`src/rtl/logic_capture_ts.sv`:
```
// Transition-capture engine: synchronises the channel bus, arms on a mask/value
// trigger, then writes one {delta, sample} BRAM entry per input change or keepalive.
module logic_capture_ts #(
  parameter int CH  = 8,
  parameter int AW  = 18,
  parameter int TSW = 16
) (
  input  logic              clk,
  input  logic              resetn,
  input  logic [CH-1:0]     datain,
  input  logic              start,
  input  logic              stop,
  input  logic              circular,
  input  logic [CH-1:0]     trig_mask,
  input  logic [CH-1:0]     trig_value,
  output logic              mem_en,
  output logic              mem_we,
  output logic [AW-1:0]     mem_addr,
  output logic [TSW+CH-1:0] mem_wdata,
  output logic              armed,
  output logic              capturing,
  output logic              done,
  output logic              wrapped,
  output logic [AW-1:0]     wr_ptr,
  output logic [CH-1:0]     rising,
  output logic [CH-1:0]     falling
);

  localparam logic [1:0] S_IDLE    = 2'd0;
  localparam logic [1:0] S_ARMED   = 2'd1;
  localparam logic [1:0] S_CAPTURE = 2'd2;
  localparam logic [1:0] S_DONE    = 2'd3;

  localparam logic [AW-1:0]  LAST_ADDR = '1;
  localparam logic [TSW-1:0] CNT_MAX   = '1;

  logic [CH-1:0]     sync1_q, cur_q, prev_q;
  logic [1:0]        state_q, state_d;
  logic              circ_q, circ_d;
  logic [CH-1:0]     mask_q, mask_d;
  logic [CH-1:0]     value_q, value_d;
  logic [TSW-1:0]    cnt_q, cnt_d;
  logic [AW-1:0]     wr_ptr_q, wr_ptr_d;
  logic              wrapped_q, wrapped_d;
  logic              mem_we_q, mem_we_d;
  logic [AW-1:0]     mem_addr_q, mem_addr_d;
  logic [TSW+CH-1:0] mem_wdata_q, mem_wdata_d;
  logic [CH-1:0]     rising_q, rising_d;
  logic [CH-1:0]     falling_q, falling_d;
  logic              armed_q, capturing_q, done_q;

  logic              wr_en;
  logic [TSW-1:0]    delta;
  logic              changed, match;

  assign changed = (cur_q != prev_q);
  assign match   = (((cur_q ^ value_q) & mask_q) == '0);

  always_comb begin
    // NOTE: every signal written here gets a default first, so no path through
    // the case statement can leave one unassigned and infer a latch.
    state_d     = state_q;
    circ_d      = circ_q;
    mask_d      = mask_q;
    value_d     = value_q;
    cnt_d       = cnt_q + TSW'(1);
    wr_ptr_d    = wr_ptr_q;
    wrapped_d   = wrapped_q;
    mem_we_d    = 1'b0;
    mem_addr_d  = mem_addr_q;
    mem_wdata_d = mem_wdata_q;
    rising_d    = '0;
    falling_d   = '0;
    wr_en       = 1'b0;
    delta       = '0;

    case (state_q)
      S_IDLE, S_DONE: begin
        // stop overrides a simultaneous start
        if (start && !stop) begin
          state_d   = S_ARMED;
          circ_d    = circular;
          mask_d    = trig_mask;
          value_d   = trig_value;
          wr_ptr_d  = '0;
          wrapped_d = 1'b0;
          cnt_d     = '0;
        end
      end
      S_ARMED: begin
        if (stop) begin
          state_d = S_DONE;
        end else if (match) begin
          wr_en   = 1'b1;
          state_d = S_CAPTURE;
        end
      end
      S_CAPTURE: begin
        if (stop) begin
          state_d = S_DONE;
        end else if (changed) begin
          wr_en     = 1'b1;
          delta     = cnt_q;
          rising_d  = cur_q & ~prev_q;
          falling_d = ~cur_q & prev_q;
        end else if (cnt_q == CNT_MAX) begin
          // keepalive: same sample as the previous entry, saturated delta
          wr_en = 1'b1;
          delta = CNT_MAX;
        end
      end
      default: state_d = S_IDLE;
    endcase

    if (wr_en) begin
      mem_we_d    = 1'b1;
      mem_addr_d  = wr_ptr_q;
      mem_wdata_d = {delta, cur_q};
      wr_ptr_d    = wr_ptr_q + AW'(1);
      cnt_d       = TSW'(1);
      if (wr_ptr_q == LAST_ADDR) begin
        if (circ_q) wrapped_d = 1'b1;
        else        state_d   = S_DONE;
      end
    end
  end

  always_ff @(posedge clk or negedge resetn) begin
    if (!resetn) begin
      sync1_q     <= '0;
      cur_q       <= '0;
      prev_q      <= '0;
      state_q     <= S_IDLE;
      circ_q      <= 1'b0;
      mask_q      <= '0;
      value_q     <= '0;
      cnt_q       <= '0;
      wr_ptr_q    <= '0;
      wrapped_q   <= 1'b0;
      mem_we_q    <= 1'b0;
      mem_addr_q  <= '0;
      mem_wdata_q <= '0;
      rising_q    <= '0;
      falling_q   <= '0;
      armed_q     <= 1'b0;
      capturing_q <= 1'b0;
      done_q      <= 1'b0;
    end else begin
      // NOTE: non-blocking assignments so every flop samples pre-edge values;
      // this is what makes sync1 -> cur -> prev a real shift chain.
      sync1_q     <= datain;
      cur_q       <= sync1_q;
      prev_q      <= cur_q;
      state_q     <= state_d;
      circ_q      <= circ_d;
      mask_q      <= mask_d;
      value_q     <= value_d;
      cnt_q       <= cnt_d;
      wr_ptr_q    <= wr_ptr_d;
      wrapped_q   <= wrapped_d;
      mem_we_q    <= mem_we_d;
      mem_addr_q  <= mem_addr_d;
      mem_wdata_q <= mem_wdata_d;
      rising_q    <= rising_d;
      falling_q   <= falling_d;
      armed_q     <= (state_d == S_ARMED);
      capturing_q <= (state_d == S_CAPTURE);
      done_q      <= (state_d == S_DONE);
    end
  end

  assign mem_en    = mem_we_q;
  assign mem_we    = mem_we_q;
  assign mem_addr  = mem_addr_q;
  assign mem_wdata = mem_wdata_q;
  assign armed     = armed_q;
  assign capturing = capturing_q;
  assign done      = done_q;
  assign wrapped   = wrapped_q;
  assign wr_ptr    = wr_ptr_q;
  assign rising    = rising_q;
  assign falling   = falling_q;

endmodule

```
`config.mk`:
```
export PLATFORM = sky130hd
export DESIGN_NAME = logic_capture_ts
export DESIGN_NICKNAME = d
export VERILOG_FILES = /design/src/rtl/logic_capture_ts.sv
export SDC_FILE = /design/constraint.sdc
export NUM_CORES = 1
export LEC_CHECK = 0
export CELL_PAD_IN_SITES_DETAIL_PLACEMENT = 0
export CELL_PAD_IN_SITES_GLOBAL_PLACEMENT = 2
export CORE_MARGIN = 3
export CORE_UTILIZATION = 30
export DETAILED_ROUTE_END_ITERATION = 16
export MAX_ROUTING_LAYER = met4
export PLACE_DENSITY_LB_ADDON = 0.15
export SLEW_MARGIN = 40
export SYNTH_ARGS = -nofsm -noshare
export SYNTH_HDL_FRONTEND = slang
export SYNTH_SLANG_ARGS = --single-unit
export TNS_END_PERCENT = 1
```
`constraint.sdc`:
```
create_clock -name clk -period 4.29 [get_ports clk]
set_clock_uncertainty 0.15 [all_clocks]
set_input_delay 0.429 -clock clk [delete_from_list [all_inputs] [get_ports clk]]
set_output_delay 0.429 -clock clk [all_outputs]
set_load 0.1 [all_outputs]
```
==> results.yml, run 1 <==
# implementation run metrics
outcome:
  status: "finished clean"
cells_and_area:
  nClkBuffers: 20
  largestClassByArea: "flip-flops and latches"
  lay_top_count: "nand2_1"
  area_share_nonclk_buffers_pct: 10.1
floorplan:
  row_count: 50
  die_h_um: 145
critical_path:
  crit_buf_inv: 2
  crit_end: "wr_ptr[16]"
  max_stage_delay_ps: 560
  endpoint_kind: "flop"
clock_tree:
  cts-buffers-inserted: 17
  cts_resized: 0
  cts.htree.levels: 4
final_timing:
  hold_viol_final: 0
  setup_viol: 0
  fin_tns_setup_ps: 0
placed_design:
  placed_area_um2: 6780
logic_synthesis:
  xor_share_pct: 3.46
  flop_cell: "dfrtp_1"
  ys_sh_simple_pct: 20.8
  yosysSeqAreaShare_pct: 60.2
  ys_cells: 567
job:
  warning_count: 35
worst_hold_path:
  min-delay-path-class: "reg -> reg"
  hold_start: "sync1_q[5]"
  min_to: "cur_q[5]"
global_route:
  grt_use_met3_pct: 3.62
  grt_max_degree: 72
route:
  met1Wirelength_um: 7140
power:
  swShare_pct: 45.1
  pg_seq_uw: 1800
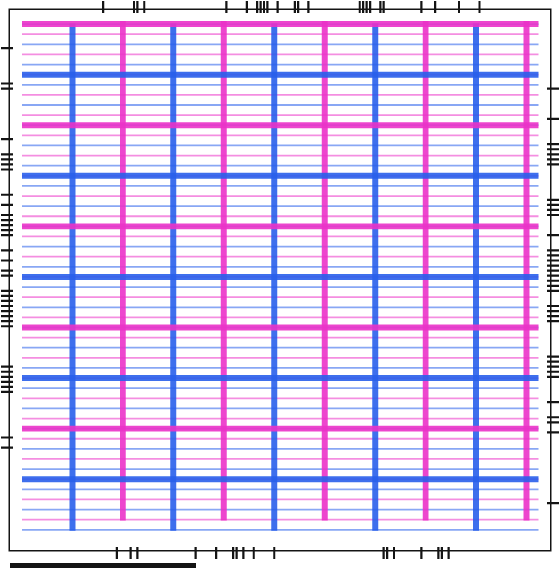
**Above:** run 1 (power grid).
Bar = 50 µm. Pins as bars on the die edge.
[blue] VSS
[magenta] VDD
rows: 50
signal pins: 111
met5 straps: 10
met1 rails: 51

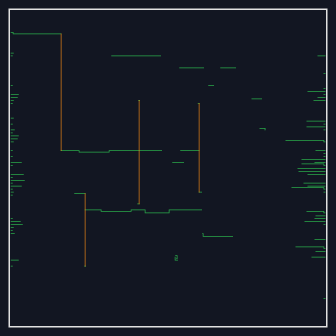
**Above:** run 1 (wiring by layer).
Two of the layers only.
[orange] metal 4 | wire length: 175 µm
[green] metal 3 | wire length: 508 µm
average wire per standard cell: 15.5 µm
detailed-route via count: 4266

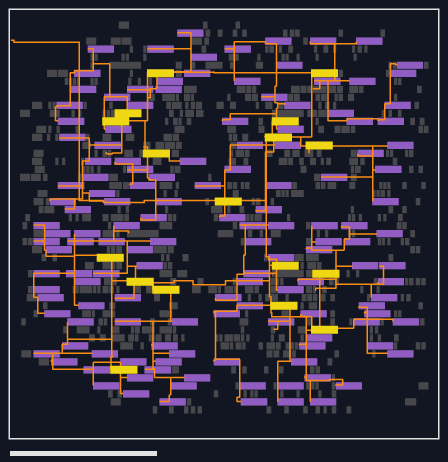
**Above:** run 1 (clock distribution).
Bar = 50 µm.
[orange] clock wires | length: 1940 µm
[yellow] clock drivers | count: 17
[purple] flip-flops | count: 140
flops lie: widely spread
clock share of power: 28.8%
clock latency on the worst-skew pair: 420 ps
clk pwr: 1550 µW

==> inputs of run 2 (changes only) <==
- CORE_UTILIZATION: 30 -> 42
- DONT_BUFFER_PORTS: default -> 1
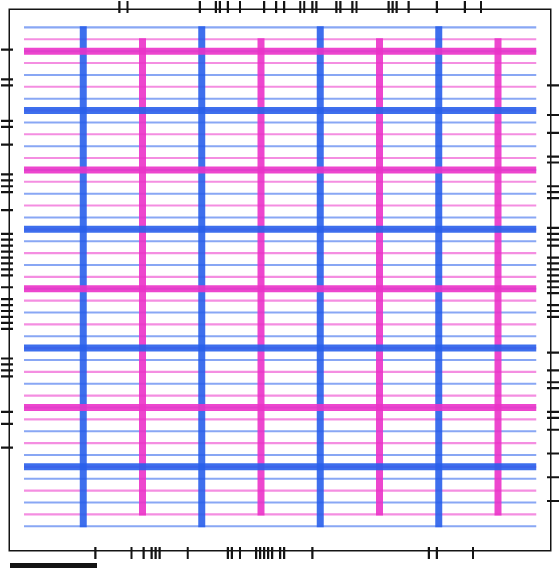
**Above:** run 2 (power grid).
Bar = 20 µm. Pins as bars on the die edge.
Max IR drop VDD: 0.302 mV
die height: 124 µm
core area: 13400 µm²
Die W: 124 µm

==> run 2 against run 1 <==
  * Design area down 5.7%
  * Cell count down 17%
  * Non-clock buffer count down 76
  * Die size down 27%
  * Hold slack worse by 9.3 ps
  * Highest routed layer unchanged
==> results.yml, run 2 <==
# implementation run metrics
logic_synthesis:
  ys_sh_simple_pct: 20.8
  yosysSeqAreaShare_pct: 60.2
  ys_cells: 567
job:
  warning_count: 37
power:
  p_clk_uw: 1470
  swShare_pct: 46.9
critical_path:
  endpoint_kind: "flop"
  max_stage_delay_ps: 570
  crit_buf_inv: 2
worst_hold_path:
  min-delay-path-class: "in -> reg"
  hold_start: "start"
  min_to: "state_q[1]"
placed_design:
  placed_area_um2: 6070
route:
  met1Wirelength_um: 5720
final_timing:
  hold_viol_final: 0
  setup_viol: 0
clock_tree:
  cts-buffers-inserted: 17
  insertion_delay_ps: 420
  cts_resized: 0
  cts.htree.levels: 4
cells_and_area:
  nClkBuffers: 18
  lay_top_count: "nand2_1"
outcome:
  status: "finished clean"
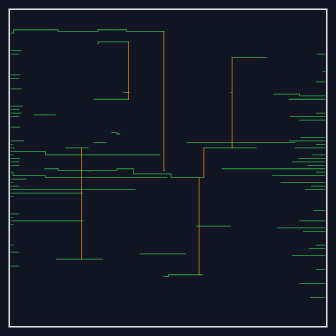
**Above:** run 2 (wiring by layer).
Two of the layers only.
average wire per standard cell: 16.7 µm
Total Wirelength: 13300 µm
detailed-route via count: 4001
GRT Util Overall: 18.8%

No activity file was given, so power comes from the tool's default toggle rates.
